`src/rtl/fifo_ff_arbiter_if.sv`:
```
// Bundle of the source, FIFO-write, FIFO-read and status signals around fifo_ff_arbiter.
// The master modport is the arbiter's view; the slave modport is the sources/FIFO/status side.
interface fifo_ff_arbiter_if #(
    parameter int NUM_SRC    = 4,
    parameter int DATA_WIDTH = 32,
    parameter int DEPTH      = 2048
);
    localparam int OCC_W = $clog2(DEPTH) + 1;

    // A beat moves on a cycle where valid and ready are both 1 at the rising edge.
    // valid never waits on ready. A beat that is offered but not taken stays on the bus unchanged.
    logic [NUM_SRC*DATA_WIDTH-1:0] s_axis_data;
    logic [NUM_SRC-1:0]            s_axis_valid;
    logic [NUM_SRC-1:0]            s_axis_last;
    logic [NUM_SRC-1:0]            s_axis_ready;

    logic                  f_wr_en;
    logic [DATA_WIDTH-1:0] f_data;
    logic                  f_valid;
    logic                  f_last;
    logic                  f_ready;
    logic                  f_full;
    logic                  f_empty;
    logic                  m_ready;
    logic                  f_rd_en;

    logic             grant_valid;
    logic [2:0]       grant_id;
    logic [OCC_W-1:0] occupancy;
    logic             pkt_err;

    modport master (
        input  s_axis_data, s_axis_valid, s_axis_last, f_ready, f_full, f_empty, m_ready,
        output s_axis_ready, f_wr_en, f_data, f_valid, f_last, f_rd_en,
               grant_valid, grant_id, occupancy, pkt_err
    );

    modport slave (
        output s_axis_data, s_axis_valid, s_axis_last, f_ready, f_full, f_empty, m_ready,
        input  s_axis_ready, f_wr_en, f_data, f_valid, f_last, f_rd_en,
               grant_valid, grant_id, occupancy, pkt_err
    );
endinterface

```
`src/rtl/fifo_ff_arbiter.sv`:
```
// Packet-locked round-robin arbiter and sequencer in front of the fifo_ff buffer.
// Define FIFO_ARB_PRIO_EN to give source 0 strict priority over a round-robin of sources 1..NUM_SRC-1.
module fifo_ff_arbiter #(
    parameter int NUM_SRC     = 4,
    parameter int DATA_WIDTH  = 32,
    parameter int DEPTH       = 2048,
    parameter int MAX_PKT_LEN = 256
) (
    input  logic              clk,
    input  logic              reset_n,
    input  logic              enable,
    fifo_ff_arbiter_if.master bus,
    output logic              fsm_state
);
    localparam int OCC_W = $clog2(DEPTH) + 1;
    localparam int CNT_W = $clog2(MAX_PKT_LEN + 1);

`ifdef FIFO_ARB_PRIO_EN
    localparam logic [NUM_SRC-1:0] RR_MASK = {{(NUM_SRC-1){1'b1}}, 1'b0};
    localparam logic [2:0]         PTR_RST = 3'd1;
`else
    localparam logic [NUM_SRC-1:0] RR_MASK = '1;
    localparam logic [2:0]         PTR_RST = 3'd0;
`endif

    typedef enum logic {IDLE = 1'b0, XFER = 1'b1} state_t;

    state_t           state_q, state_d;
    logic [2:0]       ptr_q, ptr_d;
    logic [2:0]       gid_q, gid_d;
    logic             gvalid_q, gvalid_d;
    logic [CNT_W-1:0] beat_q, beat_d;
    logic [OCC_W-1:0] occ_q, occ_d;
    logic             err_q, err_d;

    logic                  sel_valid, sel_last;
    logic [DATA_WIDTH-1:0] sel_data;
    logic [NUM_SRC-1:0]    ready_vec, rr_valid;
    logic                  xfer_ok, accept, at_max, last_out, rd_en;
    logic                  hi_found, lo_found, pick_found;
    logic [2:0]            hi_id, lo_id, pick_id, next_ptr;

    // Mux of the granted source. The loop keeps every index constant.
    always_comb begin
        sel_valid = 1'b0;
        sel_last  = 1'b0;
        sel_data  = '0;
        ready_vec = '0;
        for (int j = 0; j < NUM_SRC; j++) begin
            if (gid_q == 3'(j)) begin
                sel_valid    = bus.s_axis_valid[j];
                sel_last     = bus.s_axis_last[j];
                sel_data     = bus.s_axis_data[j*DATA_WIDTH +: DATA_WIDTH];
                ready_vec[j] = xfer_ok;
            end
        end
    end

    assign xfer_ok  = (state_q == XFER) & bus.f_ready & ~bus.f_full;
    assign accept   = xfer_ok & sel_valid;
    assign at_max   = (beat_q == CNT_W'(MAX_PKT_LEN - 1));
    assign last_out = (state_q == XFER) & (sel_last | at_max);
    assign rd_en    = enable & bus.m_ready & ~bus.f_empty & ~reset_n;
    assign rr_valid = bus.s_axis_valid & RR_MASK;

    // Round-robin pick: lowest valid index at or above the pointer, else lowest valid index overall.
    always_comb begin
        hi_found = 1'b0;
        hi_id    = '0;
        lo_found = 1'b0;
        lo_id    = '0;
        for (int j = NUM_SRC - 1; j >= 0; j--) begin
            if (rr_valid[j]) begin
                lo_found = 1'b1;
                lo_id    = 3'(j);
                if (3'(j) >= ptr_q) begin
                    hi_found = 1'b1;
                    hi_id    = 3'(j);
                end
            end
        end
        pick_found = hi_found | lo_found;
        pick_id    = hi_found ? hi_id : lo_id;
`ifdef FIFO_ARB_PRIO_EN
        if (bus.s_axis_valid[0]) begin
            pick_found = 1'b1;
            pick_id    = 3'd0;
        end
`endif
    end

    always_comb begin
        if (gid_q == 3'(NUM_SRC - 1)) next_ptr = PTR_RST;
        else                          next_ptr = gid_q + 3'd1;
`ifdef FIFO_ARB_PRIO_EN
        // A priority grant to source 0 leaves the round-robin position alone.
        if (gid_q == 3'd0) next_ptr = ptr_q;
`endif
    end

    always_comb begin
        state_d  = state_q;
        ptr_d    = ptr_q;
        gid_d    = gid_q;
        gvalid_d = gvalid_q;
        beat_d   = beat_q;
        err_d    = err_q;
        case (state_q)
            IDLE: begin
                if (enable && pick_found) begin
                    state_d  = XFER;
                    gid_d    = pick_id;
                    gvalid_d = 1'b1;
                    beat_d   = '0;
                end
            end
            XFER: begin
                if (accept) begin
                    if (last_out) begin
                        state_d  = IDLE;
                        gvalid_d = 1'b0;
                        beat_d   = '0;
                        ptr_d    = next_ptr;
                        if (at_max && !sel_last) err_d = 1'b1;
                    end else begin
                        beat_d = beat_q + CNT_W'(1);
                    end
                end
            end
            default: state_d = IDLE;
        endcase
    end

    // Saturating occupancy; a simultaneous write and read cancel out.
    always_comb begin
        occ_d = occ_q;
        if (accept && !rd_en && occ_q != OCC_W'(DEPTH)) occ_d = occ_q + OCC_W'(1);
        else if (rd_en && !accept && occ_q != '0)       occ_d = occ_q - OCC_W'(1);
    end

    always_ff @(posedge clk) begin
        if (reset_n) begin
            state_q  <= IDLE;
            ptr_q    <= PTR_RST;
            gid_q    <= '0;
            gvalid_q <= 1'b0;
            beat_q   <= '0;
            occ_q    <= '0;
            err_q    <= 1'b0;
        end else begin
            state_q  <= state_d;
            ptr_q    <= ptr_d;
            gid_q    <= gid_d;
            gvalid_q <= gvalid_d;
            beat_q   <= beat_d;
            occ_q    <= occ_d;
            err_q    <= err_d;
        end
    end

    assign bus.s_axis_ready = ready_vec;
    assign bus.f_wr_en      = accept;
    assign bus.f_data       = sel_data;
    assign bus.f_valid      = (state_q == XFER) & sel_valid;
    assign bus.f_last       = last_out;
    assign bus.f_rd_en      = rd_en;
    assign bus.grant_valid  = gvalid_q;
    assign bus.grant_id     = gid_q;
    assign bus.occupancy    = occ_q;
    assign bus.pkt_err      = err_q;
    assign fsm_state        = state_q;
endmodule

```
`src/flat_wrapper.sv`:
```
// flat-port wrapper written by rule: the top's interface ports become plain ports
module fifo_ff_arbiter_flat 
#(
    parameter int NUM_SRC     = 4,
    parameter int DATA_WIDTH  = 32,
    parameter int DEPTH       = 2048,
    parameter int MAX_PKT_LEN = 256
)
  (clk, reset_n, enable, fsm_state, bus_s_axis_data, bus_s_axis_valid, bus_s_axis_last, bus_f_ready, bus_f_full, bus_f_empty, bus_m_ready, bus_s_axis_ready, bus_f_wr_en, bus_f_data, bus_f_valid, bus_f_last, bus_f_rd_en, bus_grant_valid, bus_grant_id, bus_occupancy, bus_pkt_err);
  fifo_ff_arbiter_if #(.NUM_SRC(NUM_SRC), .DATA_WIDTH(DATA_WIDTH), .DEPTH(DEPTH)) bus_i ();
  input  logic clk;
  input  logic reset_n;
  input  logic enable;
  output logic fsm_state;
  input wire logic [$bits(bus_i.s_axis_data)-1:0] bus_s_axis_data;
  input wire logic [$bits(bus_i.s_axis_valid)-1:0] bus_s_axis_valid;
  input wire logic [$bits(bus_i.s_axis_last)-1:0] bus_s_axis_last;
  input wire logic [$bits(bus_i.f_ready)-1:0] bus_f_ready;
  input wire logic [$bits(bus_i.f_full)-1:0] bus_f_full;
  input wire logic [$bits(bus_i.f_empty)-1:0] bus_f_empty;
  input wire logic [$bits(bus_i.m_ready)-1:0] bus_m_ready;
  output wire logic [$bits(bus_i.s_axis_ready)-1:0] bus_s_axis_ready;
  output wire logic [$bits(bus_i.f_wr_en)-1:0] bus_f_wr_en;
  output wire logic [$bits(bus_i.f_data)-1:0] bus_f_data;
  output wire logic [$bits(bus_i.f_valid)-1:0] bus_f_valid;
  output wire logic [$bits(bus_i.f_last)-1:0] bus_f_last;
  output wire logic [$bits(bus_i.f_rd_en)-1:0] bus_f_rd_en;
  output wire logic [$bits(bus_i.grant_valid)-1:0] bus_grant_valid;
  output wire logic [$bits(bus_i.grant_id)-1:0] bus_grant_id;
  output wire logic [$bits(bus_i.occupancy)-1:0] bus_occupancy;
  output wire logic [$bits(bus_i.pkt_err)-1:0] bus_pkt_err;
  assign bus_i.s_axis_data = bus_s_axis_data;
  assign bus_i.s_axis_valid = bus_s_axis_valid;
  assign bus_i.s_axis_last = bus_s_axis_last;
  assign bus_i.f_ready = bus_f_ready;
  assign bus_i.f_full = bus_f_full;
  assign bus_i.f_empty = bus_f_empty;
  assign bus_i.m_ready = bus_m_ready;
  assign bus_s_axis_ready = bus_i.s_axis_ready;
  assign bus_f_wr_en = bus_i.f_wr_en;
  assign bus_f_data = bus_i.f_data;
  assign bus_f_valid = bus_i.f_valid;
  assign bus_f_last = bus_i.f_last;
  assign bus_f_rd_en = bus_i.f_rd_en;
  assign bus_grant_valid = bus_i.grant_valid;
  assign bus_grant_id = bus_i.grant_id;
  assign bus_occupancy = bus_i.occupancy;
  assign bus_pkt_err = bus_i.pkt_err;
  fifo_ff_arbiter #(.NUM_SRC(NUM_SRC), .DATA_WIDTH(DATA_WIDTH), .DEPTH(DEPTH), .MAX_PKT_LEN(MAX_PKT_LEN)) u_core (.clk(clk), .reset_n(reset_n), .enable(enable), .bus(bus_i), .fsm_state(fsm_state));
endmodule
```
`config.mk`:
```
export PLATFORM = sky130hd
export DESIGN_NAME = fifo_ff_arbiter_flat
export DESIGN_NICKNAME = d
export VERILOG_FILES = /design/src/rtl/fifo_ff_arbiter_if.sv /design/src/rtl/fifo_ff_arbiter.sv /design/src/flat_wrapper.sv
export SDC_FILE = /design/constraint.sdc
export NUM_CORES = 1
export LEC_CHECK = 0
export CELL_PAD_IN_SITES_DETAIL_PLACEMENT = 1
export CELL_PAD_IN_SITES_GLOBAL_PLACEMENT = 1
export CORE_MARGIN = 2
export CORE_UTILIZATION = 23
export DETAILED_ROUTE_END_ITERATION = 6
export GPL_ROUTABILITY_DRIVEN = 0
export PLACE_DENSITY_LB_ADDON = 0.1
export REMOVE_ABC_BUFFERS = 1
export SLEW_MARGIN = 30
export SYNTH_ARGS = -nofsm -noshare
export SYNTH_HDL_FRONTEND = slang
export SYNTH_SLANG_ARGS = --single-unit
```
`constraint.sdc`:
```
create_clock -name clk -period 4.18 [get_ports clk]
set_clock_uncertainty 0.05 [all_clocks]
set_input_delay 0.418 -clock clk [delete_from_list [all_inputs] [get_ports clk]]
set_output_delay 0.418 -clock clk [all_outputs]
set_load 0.05 [all_outputs]
```
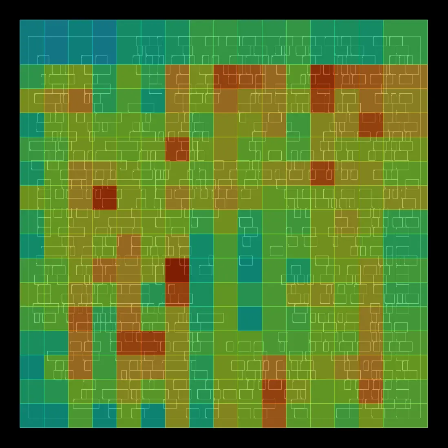
congestion_map.png
grt met3 use: 3.27%
Total GRT Usage: 19.3%

==> results.tsv <==
metric	value	unit
pin count of the biggest net entering global routing	64	
total gr overflow	0	
clock network power share	21.4	%
CP endpoint kind	flop	
TritonCTS clock tree	yes	
crit path kind	flop to flop	
fin. max-slew vios	0	
Setup crit end	u_core.bus.occupancy[11]	
worst-path maximum fanout	14	
Hold Vio Cnt, Final	0	
ys async rst share	0	%
Nets	760	
clock sinks	28	
I/O pin total	201	
outcome	completed	
Die Y-Extent	116	um
slowest stage cell, crit path	or4_4	
CP Launch Point	u_core.bus.grant_id[0]	
Pre-antenna DRT Iters	4	
Dominant flop cell	dfxtp_1	
routed len/inst	18.0	um
CTS hold repair buffers	0	
Vias	3732	
flip-flops with a built-in enable	0	
vias in the first global route	3707	
1st-iter DRT viols	135	
Setup TNS Final	0	ps
Max Fclk	0.265	GHz
critical path cell sequence	inv_1, ha_2, nor3b_1, a21o_1, or4_4, ha_1, and3_1, a221oi_2, o31ai_1, o31a_1, o32ai_1, o21ai_1	
final core occ	42.1	%
RSZ-0062 raised after global routing	false	
Max clock buf depth	2	
Chip Area	0.0135	sq mm
share of layout cells above drive strength 1	4.85	%
buffer-and-inverter tally for the worst setup path	1	
Post-synth regs	28	
family with the most delay on the worst path	AND-OR/OR-AND gates	
Init Core Util	23.8	%
Antenna Nets Post-Route	0	
# Post-CTS Setup Buffers	0	
DR vias/cell	4.87	
Core Region	0.0122	sq mm
startpoint types	flop	
Tcrit/Tclk final	90.3	%
clock buffer count from CTS	3	
Reg2Reg Capture Point	u_core.bus.occupancy[11]	
part of the power in registers	21.7	%
final WL	13800	um
R2R Setup Slk	400	ps
Ys Warns	0	
gate count of the mapped netlist	418	
cell area power density	267	mW/mm^2
Unique cell types	62	
mapped cell area	0.00289	sq mm
Sw Ratio	40.7	%
yosys cell count	418	
Worst-path clk slew	70	ps
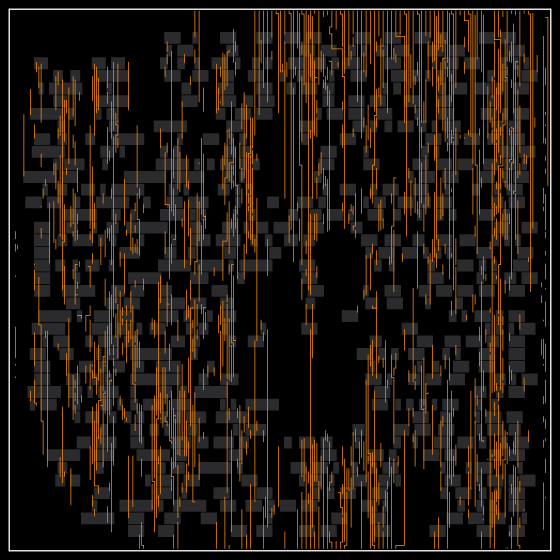
m2.png
nets with wire on the layer = 654
main direction = vertical

sequential cells by signal (all words and copies together) (netlist names):
register,flops
u_core.ptr_q,2
u_core.bus.grant_id,2
u_core.bus.occupancy,12
u_core.bus.pkt_err,1
u_core.bus.grant_valid,1
u_core.fsm_state,1
u_core.beat_q,9
worst register-to-register path, stage by stage, from the launching register on:
cell and delay, ps:
dfxtp_1 430, inv_1 100, ha_2 220, nor3b_1 140, a21o_1 220, or4_4 630, ha_1 410, and3_1 230
a221oi_2 400, o31ai_1 180, o31a_1 300, o32ai_1 280, o21ai_1 90
through the flow:
stage / hold WS (ps) / std cells / area [sq um] / setup slack, ps
after floorplan: 399 / 388 / 2760 / -566
after global placement: 405 / 762 / 5020 / 314
after detailed placement: 411 / 762 / 5020 / 142
after CTS: 421 / 766 / 5120 / 400
after global routing: 451 / 766 / 5120 / 199
final: 411 / 766 / 5120 / 404
area by class of cell:
type                    count  area [sq um]
clock buffers               3          75.1
clock inverters             1          30.0
fillers                  1500          7040
inverters                  12          45.0
multi-input cells         348          2160
flip-flops and latches     28           561
well taps                 168           210
repair buffers            206          2040
routing by layer:
layer | track usage (%) | vias up | share of wire (%)
met2 | 35.1 | 114 | 50
li1 | - | 1858 | -
met5 | 0 | - | 0
met3 | 3.27 | 8 | 6.4
met1 | 24.3 | 1752 | 43
met4 | 3.10 | 0 | 0.95
Yosys cell counts (all sizes together) (2+ instances only):
cell | number | area share, %
xor2 | 9 | 2.7
xnor2 | 7 | 2.1
nor3 | 6 | 1.4
a211oi | 2 | 0.69
inv | 12 | 1.6
a21o | 4 | 1.0
o211ai | 3 | 0.95
buf | 10 | 2.1
ha | 17 | 7.3
nor3b | 2 | 0.52
nand2b | 6 | 1.3
nand2 | 44 | 5.8
o21ai | 40 | 7.3
nand4 | 6 | 1.3
mux2i | 13 | 4.5
or4 | 2 | 0.65
or2 | 2 | 0.52
nor4 | 2 | 0.43
a22oi | 33 | 8.6
and3 | 4 | 0.86
dfxtp | 28 | 19
o31ai | 3 | 0.78
a21oi | 48 | 8.4
nand3 | 6 | 1.2
nor2 | 63 | 8.3
and2 | 6 | 1.3
clkbuf | 20 | 2.6
cell usage in the layout, fill, tap and decap left out, types with 7 or more instances in the layout:
cell / instances
clkdlybuf4s50_1: 199
nor2_1: 62
a21oi_1: 47
nand2_1: 43
o21ai_0: 38
a22oi_1: 33
dfxtp_1: 28
ha_1: 15
mux2i_1: 13
inv_1: 11
xor2_1: 9
xnor2_1: 7
buf_4: 7
power by group through the flow:
stage	clock [mW]	sequential (mW)	combinational (mW)
global route	0.312	0.300	0.833
CTS	0.303	0.298	0.783
global placement	0	0.304	0.768
finish	0.294	0.298	0.779
floorplan	0	0.339	0.420
detailed placement	0	0.304	0.780
kinds of logic (layout without fill, tap and decap cells):
logic type      Yosys count  in the layout  synth area share [%]
mux                      14             14                  4.89
compound gates          144            144                  31.3
xor+xnor                 16             16                  4.84
fa+ha+maj                18             18                  8.04
buf+inv                  42            222                  6.27
simple gates            155            155                  25.2
other cells               1              1                 0.130
flops                    28             28                  19.4
Power figures rest on the tool's default switching activity, not on a simulated workload.
